<file path="config.mk">
export PLATFORM = sky130hd
export DESIGN_NAME = sr_pulse_debouncer_flat
export DESIGN_NICKNAME = d
export VERILOG_FILES = /design/src/rtl/sr_pulse_debouncer_pkg.sv /design/src/rtl/sr_pulse_debouncer_if.sv /design/src/rtl/sr_pulse_debouncer_debounce_ch.sv /design/src/rtl/sr_pulse_debouncer.sv /design/src/flat_wrapper.sv
export SDC_FILE = /design/constraint.sdc
export NUM_CORES = 1
export LEC_CHECK = 0
export CAP_MARGIN = 10
export CORE_MARGIN = 3
export CORE_UTILIZATION = 45
export CTS_BUF_LIST = sky130_fd_sc_hd__clkbuf_16
export CTS_CLUSTER_DIAMETER = 120
export DETAILED_ROUTE_END_ITERATION = 8
export GPL_TIMING_DRIVEN = 0
export PLACE_DENSITY_LB_ADDON = 0.25
export SYNTH_ARGS = -nofsm -noshare
export SYNTH_HDL_FRONTEND = slang
export SYNTH_SLANG_ARGS = --single-unit
</file>
<file path="constraint.sdc">
create_clock -name clk -period 2.3 [get_ports clk]
set_clock_uncertainty 0.2 [all_clocks]
set_input_delay 0.46 -clock clk [delete_from_list [all_inputs] [get_ports clk]]
set_output_delay 0.46 -clock clk [all_outputs]
set_load 0.01 [all_outputs]
</file>
<file path="src/rtl/sr_pulse_debouncer_pkg.sv">
// sr_pulse_debouncer_pkg: shared FSM states, idle output levels and counter sizing
package sr_pkg;
  typedef enum logic [1:0] {IDLE, PULSE_S, PULSE_R, GAP} state_t;
  localparam logic S_IDLE = 1'b1;
  localparam logic R_IDLE = 1'b1;
  function automatic int cnt_w(input int n);
    return (n < 1) ? 1 : $clog2(n + 1);
  endfunction
endpackage

</file>
<file path="src/rtl/sr_pulse_debouncer_if.sv">
// sr_pulse_debouncer_if: button inputs and latch drive outputs of the debouncer
interface sr_pulse_debouncer_if;
  logic set_btn;
  logic rst_btn;
  logic s;
  logic r;
  logic busy;
  logic conflict;
  modport master(output set_btn, rst_btn, input s, r, busy, conflict);
  modport slave(input set_btn, rst_btn, output s, r, busy, conflict);
endinterface

</file>
<file path="src/rtl/sr_pulse_debouncer_debounce_ch.sv">
// debounce_ch: synchronizer, debounce counter and rising-edge request for one button
module debounce_ch import sr_pkg::*; #(
  parameter int SYNC_STAGES = 2,
  parameter int DEB_CYCLES  = 4
) (
  input  logic clk,
  input  logic rst,
  input  logic i_btn,
  output logic o_req
);
  localparam int CW = cnt_w(DEB_CYCLES);
  localparam logic [CW-1:0] C_LAST = CW'(DEB_CYCLES - 1);
  logic [SYNC_STAGES-1:0] r_sync;
  logic [CW-1:0] r_cnt;
  logic r_deb;
  logic r_req;
  logic w_sync;
  logic w_flip;
  assign w_sync = r_sync[SYNC_STAGES-1];
  // the level flips on the edge that would complete DEB_CYCLES mismatching samples
  assign w_flip = (w_sync != r_deb) && (r_cnt == C_LAST);
  assign o_req = r_req;
  always_ff @(posedge clk) begin
    if (rst) begin
      r_sync <= '0;
      r_cnt  <= '0;
      r_deb  <= 1'b0;
      r_req  <= 1'b0;
    end else begin
      r_sync <= {r_sync[SYNC_STAGES-2:0], i_btn};
      r_cnt  <= (w_sync == r_deb || w_flip) ? '0 : r_cnt + 1'b1;
      r_deb  <= r_deb ^ w_flip;
      r_req  <= w_flip & ~r_deb;
    end
  end
endmodule

</file>
<file path="src/rtl/sr_pulse_debouncer.sv">
// sr_pulse_debouncer: turns two bouncing buttons into clean, exclusive active-low S/R latch pulses
module sr_pulse_debouncer import sr_pkg::*; #(
  parameter int SYNC_STAGES = 2,
  parameter int DEB_CYCLES  = 4,
  parameter int PULSE_W     = 2
) (
  input logic clk,
  input logic rst,
  sr_pulse_debouncer_if.slave bus
);
  localparam int PW = cnt_w(PULSE_W);
  localparam logic [PW-1:0] P_LAST = PW'(PULSE_W - 1);
  state_t r_state;
  logic [PW-1:0] r_pcnt;
  logic r_pend_s, r_pend_r, r_s, r_r, r_busy, r_conflict;
  logic w_req_s, w_req_r, w_idle, w_take_s, w_take_r;
  debounce_ch #(.SYNC_STAGES(SYNC_STAGES), .DEB_CYCLES(DEB_CYCLES)) u_set (
    .clk(clk), .rst(rst), .i_btn(bus.set_btn), .o_req(w_req_s)
  );
  debounce_ch #(.SYNC_STAGES(SYNC_STAGES), .DEB_CYCLES(DEB_CYCLES)) u_rst (
    .clk(clk), .rst(rst), .i_btn(bus.rst_btn), .o_req(w_req_r)
  );
  assign w_idle   = r_state == IDLE;
  assign w_take_s = w_idle & r_pend_s & ~r_pend_r;
  assign w_take_r = w_idle & r_pend_r & ~r_pend_s;
  assign bus.s        = r_s;
  assign bus.r        = r_r;
  assign bus.busy     = r_busy;
  assign bus.conflict = r_conflict;
  // an IDLE cycle always consumes pending flags: accepted, or discarded as a conflict
  always_ff @(posedge clk) begin
    if (rst) begin
      r_state    <= IDLE;
      r_pcnt     <= '0;
      r_pend_s   <= 1'b0;
      r_pend_r   <= 1'b0;
      r_s        <= S_IDLE;
      r_r        <= R_IDLE;
      r_busy     <= 1'b0;
      r_conflict <= 1'b0;
    end else begin
      r_pend_s   <= w_req_s | (r_pend_s & ~w_idle);
      r_pend_r   <= w_req_r | (r_pend_r & ~w_idle);
      r_conflict <= w_idle & r_pend_s & r_pend_r;
      case (r_state)
        IDLE: begin
          r_pcnt <= '0;
          if (w_take_s) begin
            r_state <= PULSE_S;
            r_s     <= 1'b0;
            r_busy  <= 1'b1;
          end else if (w_take_r) begin
            r_state <= PULSE_R;
            r_r     <= 1'b0;
            r_busy  <= 1'b1;
          end
        end
        PULSE_S, PULSE_R: begin
          r_pcnt <= r_pcnt + 1'b1;
          if (r_pcnt == P_LAST) begin
            r_state <= GAP;
            r_s     <= S_IDLE;
            r_r     <= R_IDLE;
          end
        end
        GAP: begin
          r_state <= IDLE;
          r_busy  <= 1'b0;
        end
      endcase
    end
  end
endmodule

</file>
<file path="src/flat_wrapper.sv">
// flat-port wrapper written by rule: the top's interface ports become plain ports
module sr_pulse_debouncer_flat import sr_pkg::*;
#(
  parameter int SYNC_STAGES = 2,
  parameter int DEB_CYCLES  = 4,
  parameter int PULSE_W     = 2
)
  (clk, rst, bus_set_btn, bus_rst_btn, bus_s, bus_r, bus_busy, bus_conflict);
  sr_pulse_debouncer_if bus_i ();
  input logic clk;
  input logic rst;
  input wire logic [$bits(bus_i.set_btn)-1:0] bus_set_btn;
  input wire logic [$bits(bus_i.rst_btn)-1:0] bus_rst_btn;
  output wire logic [$bits(bus_i.s)-1:0] bus_s;
  output wire logic [$bits(bus_i.r)-1:0] bus_r;
  output wire logic [$bits(bus_i.busy)-1:0] bus_busy;
  output wire logic [$bits(bus_i.conflict)-1:0] bus_conflict;
  assign bus_i.set_btn = bus_set_btn;
  assign bus_i.rst_btn = bus_rst_btn;
  assign bus_s = bus_i.s;
  assign bus_r = bus_i.r;
  assign bus_busy = bus_i.busy;
  assign bus_conflict = bus_i.conflict;
  sr_pulse_debouncer #(.SYNC_STAGES(SYNC_STAGES), .DEB_CYCLES(DEB_CYCLES), .PULSE_W(PULSE_W)) u_core (.clk(clk), .rst(rst), .bus(bus_i));
endmodule
</file>
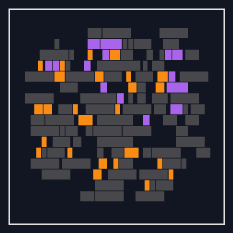
Figure 1: run 1, logic cells by family.
(4 px per µm)
family	colour	cells
inverting AOI/OAI gates	purple	14
NOR gates	orange	25

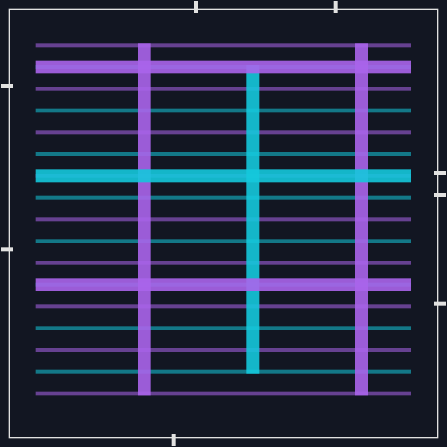
Figure 2: run 1, supply network.
(8 px per µm) Pins as bars on the die edge.
net	colour
VSS	purple
VDD	cyan
signal pins	8
met5 straps	3
met1 rails	17
rows	16

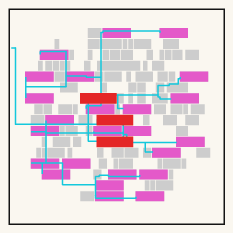
Figure 3: run 1, clock wires, drivers and flops.
(4 px per µm)
[cells driving clock nets] red | count: 3
[clock wires] cyan | length: 286 µm
[flip-flops] magenta | count: 24
routed clock nets	4

==> impl_metrics.tcl, run 1 <==
# place-and-route summary
set metrics [dict create \
    min_delay_path_depth 1 \
    comb_power_uw 254 \
    cts_made_buffers 3 \
    required_ns 1.64 \
    path_clk_slew_ns 0.06 \
    post_synth_and_or_nand_nor_area_fraction_pct 20.32 \
    area_leaders "sky130_fd_sc_hd__dfxtp_1 48%, sky130_fd_sc_hd__ha_1 9.9%, sky130_fd_sc_hd__nor2_1 4.8%, sky130_fd_sc_hd__nor2b_1 4.3%, sky130_fd_sc_hd__a21oi_1 4.0%" \
    fp-row-count 16 \
    switching_power_uw 310.4 \
    cts_tree "yes" \
    postCtsResizedCells 0 \
    crit_end "bus_r" \
    reg2reg_setup_slack_ns 0.51 \
    ant_nets 0 \
    power.share.sequential_pct 38.7 \
    final.clkbuf_count 3 \
    regArea_um2 480.5 \
    reg2regPathDepth 6 \
    placement.setup.worst_slack_ns 0.3075 \
    wl_met1_um 839 \
    holdPathEnd "u_core.u_rst.r_cnt[0]" \
    flip_flops_with_a_built_in_enable 0 \
    cp_num_cells 1 \
    layout.cells.most_common_list "24 x sky130_fd_sc_hd__dfxtp_1, 13 x sky130_fd_sc_hd__nor2_1, 8 x sky130_fd_sc_hd__inv_1, 8 x sky130_fd_sc_hd__a21oi_1, 8 x sky130_fd_sc_hd__ha_1" \
    post-dp-hpwl_um 1124 \
    synthMostInstantiatedCell "sky130_fd_sc_hd__dfxtp_1" \
    synth.largest_area_cell "sky130_fd_sc_hd__dfxtp_1" \
    max-vdd-ir-drop_v 0.0004752 \
    multiplexer_fraction_of_the_synthesized_cell_area_pct 1.983 \
    cts-hold-fix-buffers 0 \
    wl_met2_um 670 \
    final_cell_area_um2 1219 \
    grt_remaining_overflow 0 \
    dr_wl_met3_um 48 \
    worstHoldStart "u_core.u_rst.r_cnt[0]" \
    htree_levels 1 \
    hold_violations 0 \
    setup_slack_ns 0.4956 \
    synth_nets 114 \
    outcome "finished clean" \
    die_y_um 53.37 \
    nonClockBufferCount 11 \
    multi_input_gates 66 \
    critical-path-max-stage-delay_ns 0.55 \
    layout.cells.most_common "sky130_fd_sc_hd__dfxtp_1" \
    area_delta_synth_final_pct 20.69 \
    worstPathMaxFanout 3 \
    crit_chain "clkdlybuf4s50_1" \
    num_tap_cells 27 \
    post-cts-setup-buffers 0 \
    grt_setup_unrepaired "no" \
    vias_in_the_first_global_route 680 \
    placedCellCount 136 \
    end_kind "output pin" \
    nonClkBufAreaFrac_pct 7.290 \
    antenna_violations_before_repair 0 \
    insertedDiodeCount 0 \
    max_freq_mhz 554.2 \
    synth_xor_xnor_area_share_pct 2.602 \
    crit_path_start "u_core.bus.r" \
    synthAoiAreaFrac_pct 12.76 \
    internal_power_uw 900.9 \
    area.share.combinational_pct 39.43 \
    layout.core_utilization_pct 59.68 \
    via_cell_ratio 5.000 \
    critical_path_buffers_and_inverters 1 \
]
-- run 1: flip-flops by register name (all words and copies together) (netlist names), 2 cells and up, named ones only --
signal	cells
u_core.u_set.r_cnt	3
u_core.u_set.r_sync	2
u_core.r_pcnt	2
u_core.u_rst.r_cnt	3
u_core.r_state	2
u_core.u_rst.r_sync	2
-- run 1: worst register-to-register path: stages, from the launching register on --
cell and delay [ns]:
sky130_fd_sc_hd__dfxtp_1 0.34, sky130_fd_sc_hd__inv_1 0.08, sky130_fd_sc_hd__ha_1 0.14, sky130_fd_sc_hd__buf_2 0.21, sky130_fd_sc_hd__inv_1 0.11, sky130_fd_sc_hd__or4b_1 0.52
sky130_fd_sc_hd__o311ai_1 0.08
--- run 2 (diff from run 1) ---
Clock period 2.3 ns to 1.7 ns, I/O delays scaled along.
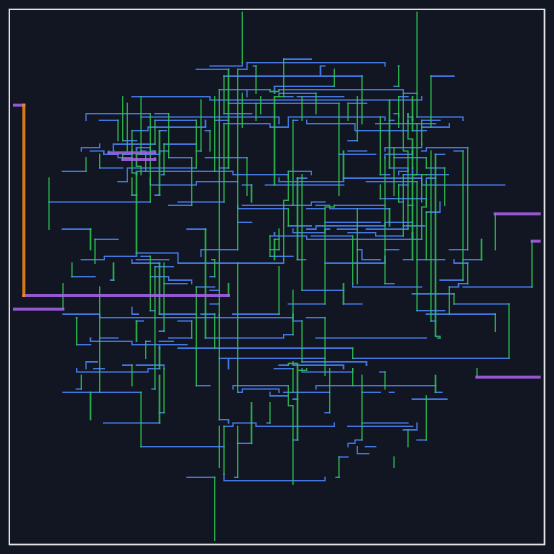
Figure 4: run 2, signal wires by layer.
(10 px per µm)
layer	colour	wire length
met4	orange	19.0 µm
met1	blue	883 µm
met3	purple	45.3 µm
met2	green	732 µm

==> impl_metrics.tcl, run 2 <==
# place-and-route summary
set metrics [dict create \
    outcome "finished clean" \
    synth.largest_area_cell "sky130_fd_sc_hd__dfxtp_1" \
    critical_path_buffers_and_inverters 3 \
    min_delay_path_depth 1 \
    antenna_violations_before_repair 0 \
    critical-path-max-stage-delay_ns 0.53 \
    cp_num_cells 6 \
    via_cell_ratio 5.007 \
    htree_levels 1 \
    crit_path_start "u_core.r_state[0]" \
    end_kind "flip-flop" \
    insertedDiodeCount 0 \
    cts-hold-fix-buffers 0 \
    final.clkbuf_count 3 \
    required_ns 1.66 \
    flip_flops_with_a_built_in_enable 0 \
    max_freq_mhz 601.3 \
    switching_power_uw 439.6 \
    layout.cells.most_common "sky130_fd_sc_hd__dfxtp_1" \
    synth_xor_xnor_area_share_pct 2.602 \
    area.share.combinational_pct 39.29 \
    crit_end "u_core.bus.busy" \
    nonClkBufAreaFrac_pct 9.028 \
    multiplexer_fraction_of_the_synthesized_cell_area_pct 1.983 \
    multi_input_gates 66 \
    grt_remaining_overflow 0 \
    final_cell_area_um2 1261 \
    max-vdd-ir-drop_v 0.0006677 \
    die_y_um 53.37 \
    post_synth_and_or_nand_nor_area_fraction_pct 20.32 \
    cts_tree "yes" \
    layout_top_registers "u_core.u_rst.r_cnt (3), u_core.u_set.r_cnt (3)" \
    grt_setup_unrepaired "yes" \
    path_clk_slew_ns 0.06 \
    holdPathEnd "u_core.u_rst.r_cnt[0]" \
    layout.core_utilization_pct 61.76 \
    post-dp-hpwl_um 1124 \
    ant_nets 0 \
    internal_power_uw 1287 \
    postCtsResizedCells 3 \
    synthAoiAreaFrac_pct 12.76 \
    vias_in_the_first_global_route 679 \
    crit_chain "inv_2, ha_2, buf_6, inv_2, or4b_4, o311ai_2" \
    num_tap_cells 27 \
    cts_made_buffers 3 \
    hold_violations 0 \
    placedCellCount 136 \
    layout.cells.most_common_list "22 x sky130_fd_sc_hd__dfxtp_1, 13 x sky130_fd_sc_hd__nor2_1, 8 x sky130_fd_sc_hd__a21oi_1, 7 x sky130_fd_sc_hd__nor2b_1, 7 x sky130_fd_sc_hd__ha_1" \
]
==> run 2: netlist changes by cell type in the layout (fill, tap and decap cells not counted), moves of 2 or more <==
| cell | change |
|---|---|
| sky130_fd_sc_hd__buf_4 | +2 |
| sky130_fd_sc_hd__dfxtp_2 | +2 |
| sky130_fd_sc_hd__clkdlybuf4s50_1 | -3 |
| sky130_fd_sc_hd__inv_2 | +3 |
| sky130_fd_sc_hd__dlymetal6s2s_1 | +3 |
| sky130_fd_sc_hd__dfxtp_1 | -2 |
| sky130_fd_sc_hd__inv_1 | -3 |
==> run 2: per-layer routing <==
metal	share of wire [%]	global-route usage [%]
met5	0	0
met4	1.1	6.383
met3	2.7	4.225
met2	44	22.24
met1	53	17.32
--- run 3 (diff from run 2) ---
Settings changed: CELL_PAD_IN_SITES_DETAIL_PLACEMENT from default to 0, CELL_PAD_IN_SITES_GLOBAL_PLACEMENT from default to 2, CORE_UTILIZATION 45 to 35, CTS_BUF_LIST sky130_fd_sc_hd__clkbuf_16 to sky130_fd_sc_hd__clkbuf_8 sky130_fd_sc_hd__clkbuf_16, PLACE_DENSITY from default to 0.86, PLACE_DENSITY_LB_ADDON 0.25 to default.
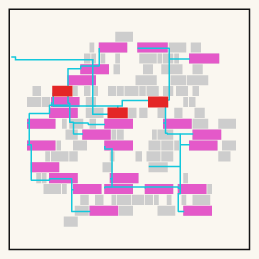
Figure 5: run 3, clock wires, drivers and flops.
(4 px per µm)
[clock wires] cyan | length: 275 µm
[cells driving clock nets] red | count: 3
[flip-flops] magenta | count: 24
routed clock nets	4

==> impl_metrics.tcl, run 3 <==
# place-and-route summary
set metrics [dict create \
    cts_made_buffers 3 \
    layout.cells.most_common_list "22 x sky130_fd_sc_hd__dfxtp_1, 13 x sky130_fd_sc_hd__nor2_1, 8 x sky130_fd_sc_hd__a21oi_1, 7 x sky130_fd_sc_hd__nor2b_1, 7 x sky130_fd_sc_hd__ha_1" \
    final_standard_cell_count_with_taps_included_and_fillers_excluded 145 \
    internal_power_uw 1042 \
    path_clk_slew_ns 0.08 \
    placedCellCount 139 \
    cp_num_cells 6 \
    antenna_violations_before_repair 0 \
    grtUsageMet2_pct 16.51 \
    num_tap_cells 30 \
    min_delay_path_depth 1 \
    synth_xor_xnor_area_share_pct 2.602 \
    nonClkBufAreaFrac_pct 9.928 \
    hold_violations 0 \
    final.clkbuf_count 4 \
    post_synth_and_or_nand_nor_area_fraction_pct 20.32 \
    crit_path_start "u_core.r_state[0]" \
    met1_usage_pct 13.01 \
    required_ns 1.67 \
    end_kind "flip-flop" \
    wl_met1_um 747 \
    max_freq_mhz 611.6 \
    area.share.combinational_pct 40.02 \
    crit_chain "inv_2, ha_2, buf_6, inv_2, or4b_1, o311ai_1" \
    synth.largest_area_cell "sky130_fd_sc_hd__dfxtp_1" \
    multi_input_gates 66 \
    grt_remaining_overflow 0 \
    htree_levels 1 \
    crit_end "u_core.bus.busy" \
    critical_path_buffers_and_inverters 3 \
    grt_setup_unrepaired "no" \
    wl_met2_um 745 \
    multiplexer_fraction_of_the_synthesized_cell_area_pct 1.983 \
    post-dp-hpwl_um 1145 \
    grt_util_met3_pct 4.536 \
    die_y_um 59.71 \
    grt_most_used_layer "met2" \
    layout.cells.most_common "sky130_fd_sc_hd__dfxtp_1" \
    synthAoiAreaFrac_pct 12.76 \
    ant_nets 0 \
    switching_power_uw 412.8 \
    via_cell_ratio 5.041 \
    dr_wl_met3_um 81 \
    cts_tree "yes" \
    cts-hold-fix-buffers 0 \
    outcome "finished clean" \
]
[run 3: cell counts after synthesis]
No cell type changed its count.
[run 3: stage by stage]
step / area (µm²) / utilization, % / power (µW) / setup WS [ns]
2_1_floorplan: 1010 / - / 904.7 / 0.06418
3_3_place_gp: 1117 / 42.77 / 987.5 / -0.2271
3_5_place_dp: 1117 / 42.77 / 989.2 / -0.2194
4_1_cts: 1175 / 44.97 / 1395 / 0.002029
5_1_grt: 1210 / 46.31 / 1554 / 0.003163
6_report: 1210 / 46.31 / 1455 / 0.06492
[run 3: worst register-to-register path: cells and delay by family, from the launching register on]
kind | cells | cell delay (ns)
buffers and inverters | 3 | 0.24
flip-flops | 1 | 0.35
adder cells (fa/ha/maj) | 1 | 0.16
AND/OR/NAND/NOR | 1 | 0.51
AND-OR/OR-AND | 1 | 0.08

## Gallery

The clock network.
panel A
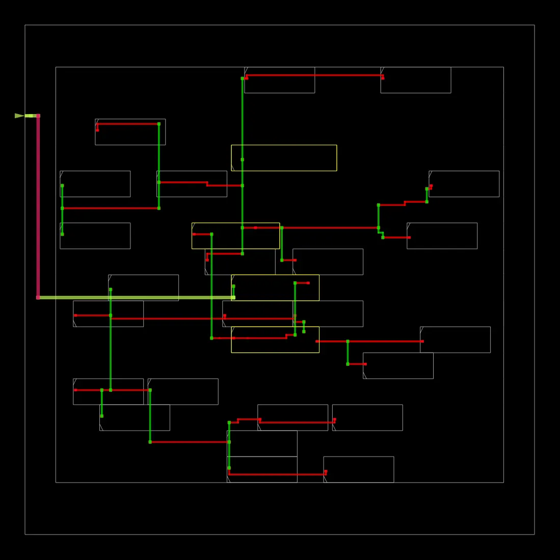
panel B
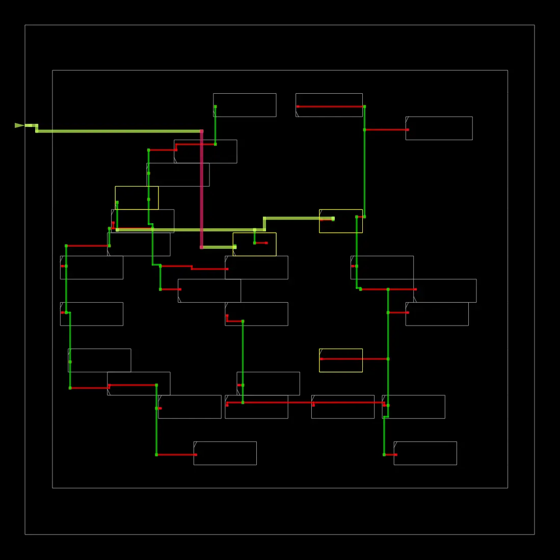
| picture | from |
|---|---|
| panel A | run 1 |
| panel B | run 3 |

Power figures rest on the tool's default switching activity, not on a simulated workload.
